==> config.mk <==
export PLATFORM = sky130hd
export DESIGN_NAME = adc_frame_packer
export DESIGN_NICKNAME = d
export VERILOG_FILES = /design/src/rtl/adc_frame_packer.sv
export SDC_FILE = /design/constraint.sdc
export NUM_CORES = 1
export LEC_CHECK = 0
export CORE_AREA = 2 2 167 169
export DETAILED_ROUTE_END_ITERATION = 12
export DIE_AREA = 0 0 169 171
export PLACE_DENSITY_LB_ADDON = 0.25
export SETUP_SLACK_MARGIN = 0.4
export SLEW_MARGIN = 20
export SYNTH_ARGS = -nofsm -noshare
export SYNTH_HDL_FRONTEND = slang
export SYNTH_SLANG_ARGS = --single-unit
==> constraint.sdc <==
create_clock -name sys_clk -period 2.2 [get_ports sys_clk]
set_clock_uncertainty 0.15 [all_clocks]
set_input_delay 0.33 -clock sys_clk [delete_from_list [all_inputs] [get_ports sys_clk]]
set_output_delay 0.33 -clock sys_clk [all_outputs]
set_load 0.01 [all_outputs]
### Met3 routing

(3 px per µm)
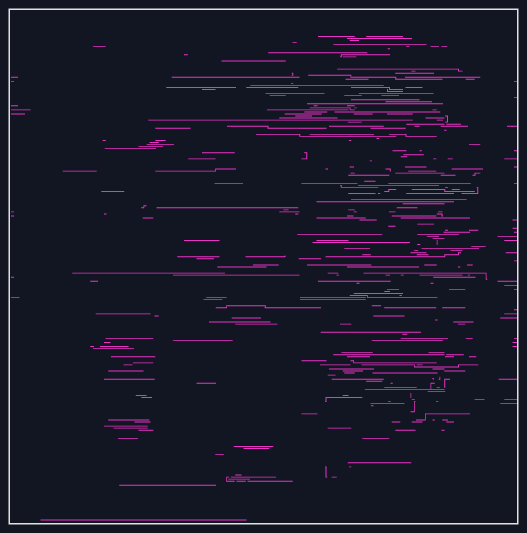
The wires run mostly horizontal. The longest straight run is 87.9 µm. The layer holds 7.7% of the routed length.
via count: 11,900
grt met3 use: 3.17%
total wire length: 43,400 µm

### Register map, names as in the netlist

(2 px per µm) Other sequential cells in the stronger grey, the rest of the logic in the fainter grey.
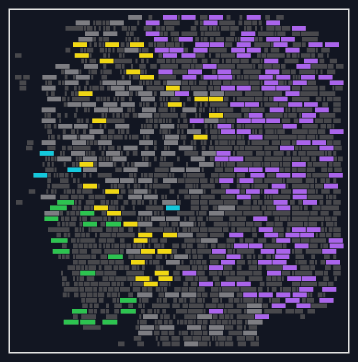
keep_q: drawn in cyan, flops 4, where left middle. mem_q: drawn in purple, flops 148. trl_q: drawn in yellow, flops 32. byte_cnt_q: drawn in green, flops 16.
Another 111 sequential cells are not coloured.
reported sequential group power: 0.00591 W
core occupancy in the finished layout: 67.2%

==> run_results.csv <==
group,metric,value,unit
layout,final_net_count,1612,
synth,sequential_element_share_of_the_synthesized_area,47.7,%
cts,clock_tree.buffer_depth,3,
critical_path,crit_path_end_kind,"primary output",
global_routing,grt_pass1_wl,50700,µm
final_timing,rsz_0062_raised_after_global_routing,"yes",
layout,finalNonFillerCells,1955,
detailed_routing,wl_per_cell,22.2,µm
synth,asyncSetResetFlopFracSynth,0,%
cts,ctsHtreeMaxLevel,2,
detailed_routing,drc,0,
global_routing,antenna_violations_before_repair,0,
floorplan,dieArea,28900,µm²
placed_design,placement.cell_area,14500,µm²
global_routing,total_congestion_overflow_after_global_routing,0,
critical_path,critical_path.cell_chain,"buf_12, buf_16, buf_12, mux4_2, and2_4, buf_6",
critical_path,timing.critical_path.mode_cell,"sky130_fd_sc_hd__buf_12",
synth,post_synth_mux_area_share,9.38,%
synth,post_synth_most_frequent_cells,"311 x sky130_fd_sc_hd__dfxtp_1, 251 x sky130_fd_sc_hd__nor2_1, 159 x sky130_fd_sc_hd__a211oi_1, 100 x sky130_fd_sc_hd__nand2_1, 93 x sky130_fd_sc_hd__clkbuf_1",
layout,design_area,18400,µm²
synth,edf_count,0,
final_timing,tightest_slew,0.988,ns
final_timing,achievable-frequency,395,MHz
worst_hold_path,hold-path-cell-count,2,
floorplan,dieWidth,169,µm
cts,cts_num_sinks,311,
critical_path,required,1.72,ns
outcome,status,"complete, but fails checks",
final_timing,totalNegativeSetupSlack,-11.59,ns
global_routing,grt_pass1_vias,9551,
final_timing,final_critical_path_setup_slack,-0.332,ns
outcome,failed_checks,"setup timing",
layout,antennaDiodeCount,0,
floorplan,fp_util,47.7,%
critical_path,worst_path_largest_cell_delay,0.50,ns
synth,top_cell,"sky130_fd_sc_hd__dfxtp_1",
placed_design,dpl.cell_count,1783,
synth,synth.largest_area_cell,"sky130_fd_sc_hd__dfxtp_1",
global_routing,grt_start_max_net_pins,122,
cts,tritoncts,"done",
synth,ys.flops,311,
synth,yosys.cell_types.count,51,
floorplan,ios,69,
cts,clock_transition_at_the_register_clock_pins_on_the_worst_setup_and_hold_paths_after_cts,0.06,ns
synth,synth_adder_area_share,1.15,%
final_timing,timing.final.crit_share,115,%
detailed_routing,final_antenna_net_count,0,
critical_path,arrival,2.05,ns
critical_path,critical_path_class,"reg2out",
cts,cts-buffers-inserted,34,
synth,synth.yosys.num_cells,1421,
worst_hold_path,min-delay-path-class,"in2reg",
floorplan,floorplan.core_area,27300,µm²
synth,netlist_top_cells_area,"sky130_fd_sc_hd__dfxtp_1 48%, sky130_fd_sc_hd__a211oi_1 9.2%, sky130_fd_sc_hd__nor2_1 7.2%",
critical_path,path_depth,6,
final_timing,report.final.hold_viol_count,0,
detailed_routing,drt_iter0_markers,1298,
power,power_density,753,nW/µm²
critical_path,worstRegToRegCells,10,
layout,area_delta_synth_final,40.7,%
placed_design,post-dp-hpwl,20500,µm
cts,clock_tree.root_cell,"sky130_fd_sc_hd__clkbuf_16",
critical_path,crit_path_start_kind,"register",
synth,ys_sh_xor,2.55,%
critical_path,cpMaxStageDelayCell,"sky130_fd_sc_hd__mux4_2",
layout,final_layout_size_suffix_gt1_share,37.7,%
floorplan,die_y,171,µm
final_timing,final-max-slew-violation-count,0,
final_timing,finalSetupViolations,56,
job,timing.max_cap.violations,0,
global_routing,gr-usage-all-layers,21.5,%
synth,post_synth_ao_oa_area_fraction,17.3,%
critical_path,path_delay_family,"buffers and inverters",
power,irDropWorstVdd,502,µV
power,power.static_leakage,6.71,nW
synth,synth_cells,1421,
detailed_routing,vias_per_cell,6.08,
synth,synth.cellmix.simpleShare,17.4,%
synth,postSynthNetCount,1447,
job,openroad.warnings,37,
layout,largest_register_ffs,148,
cts,worstSkewPairLatency,0.51,ns
detailed_routing,drt-pass1-iter-count,7,
synth,flop_cell,"sky130_fd_sc_hd__dfxtp_1",
synth,yosysWarnings,0,
synth,post_synth.cell_area_avg,9.18,µm²
==> cells in the final DEF, fill, tap and decap left out, types with 16 or more instances in the layout <==
cell type and count:
sky130_fd_sc_hd__buf_4 92, sky130_fd_sc_hd__nor2_1 188, sky130_fd_sc_hd__o21ai_0 42, sky130_fd_sc_hd__a211oi_1 56, sky130_fd_sc_hd__mux2i_1 38, sky130_fd_sc_hd__buf_6 56, sky130_fd_sc_hd__a211oi_2 102, sky130_fd_sc_hd__a21oi_1 76
sky130_fd_sc_hd__clkbuf_16 57, sky130_fd_sc_hd__and2_4 27, sky130_fd_sc_hd__dfxtp_1 281, sky130_fd_sc_hd__nand2_1 97, sky130_fd_sc_hd__a31oi_1 35, sky130_fd_sc_hd__buf_12 33, sky130_fd_sc_hd__dfxtp_2 23, sky130_fd_sc_hd__nand4_1 16
sky130_fd_sc_hd__xnor2_1 19, sky130_fd_sc_hd__dlymetal6s2s_1 16, sky130_fd_sc_hd__nor2_2 58, sky130_fd_sc_hd__mux4_2 37
==> repair_timing <==
item                                    CTS  global route
endpoints found under the setup margin  281           294
gates resized                           149           365
hold buffers                              0             0
setup buffers                             1            67
pin swaps                                 1           172
cloned                                    0            45
==> layer usage <==
layer / up-vias / GRT usage [%] / wire [µm]
met3: 142 / 3.17 / 3340
met2: 560 / 32.2 / 20000
li1: 5419 / - / -
met5: - / 0 / 0
met1: 5774 / 32.7 / 18000
met4: 0 / 4.65 / 2020
==> power by group <==
| part | total (W) | switching (W) | internal [W] |
|---|---|---|---|
| sequential | 0.00591 | 0.000121 | 0.00579 |
| clock | 0.00561 | 0.00232 | 0.00329 |
| combinational | 0.00229 | 0.00113 | 0.00116 |
| total | 0.0138 | 0.00357 | 0.0102 |
==> per-stage QoR <==
stage | total power, W | worst slack (ns) | hold slack [ns]
after floorplan | 0.00699 | 0.263 | 0.275
after global placement | 0.00749 | -0.0541 | 0.283
after detailed placement | 0.00752 | -0.0713 | 0.293
after CTS | 0.0130 | -0.528 | 0.0307
after global routing | 0.0142 | -0.380 | 0.0486
final | 0.0138 | -0.332 | 0.0572
==> area by class of cell <==
type / count / area (µm²)
fill: 1965 / 8970
multi-input combinational: 973 / 7470
sequential: 311 / 6280
timing repair buffer: 253 / 3040
clock buffer: 51 / 1010
tap: 346 / 433
clock inverter: 8 / 75.1
inverter: 13 / 48.8
==> cell families after synthesis <==
logic type / Yosys count
compound gates: 345
xor+xnor: 38
fa+ha+maj: 12
buf+inv: 140
flops: 311
mux: 76
simple gates: 499
Power and IR drop assume default switching activity.
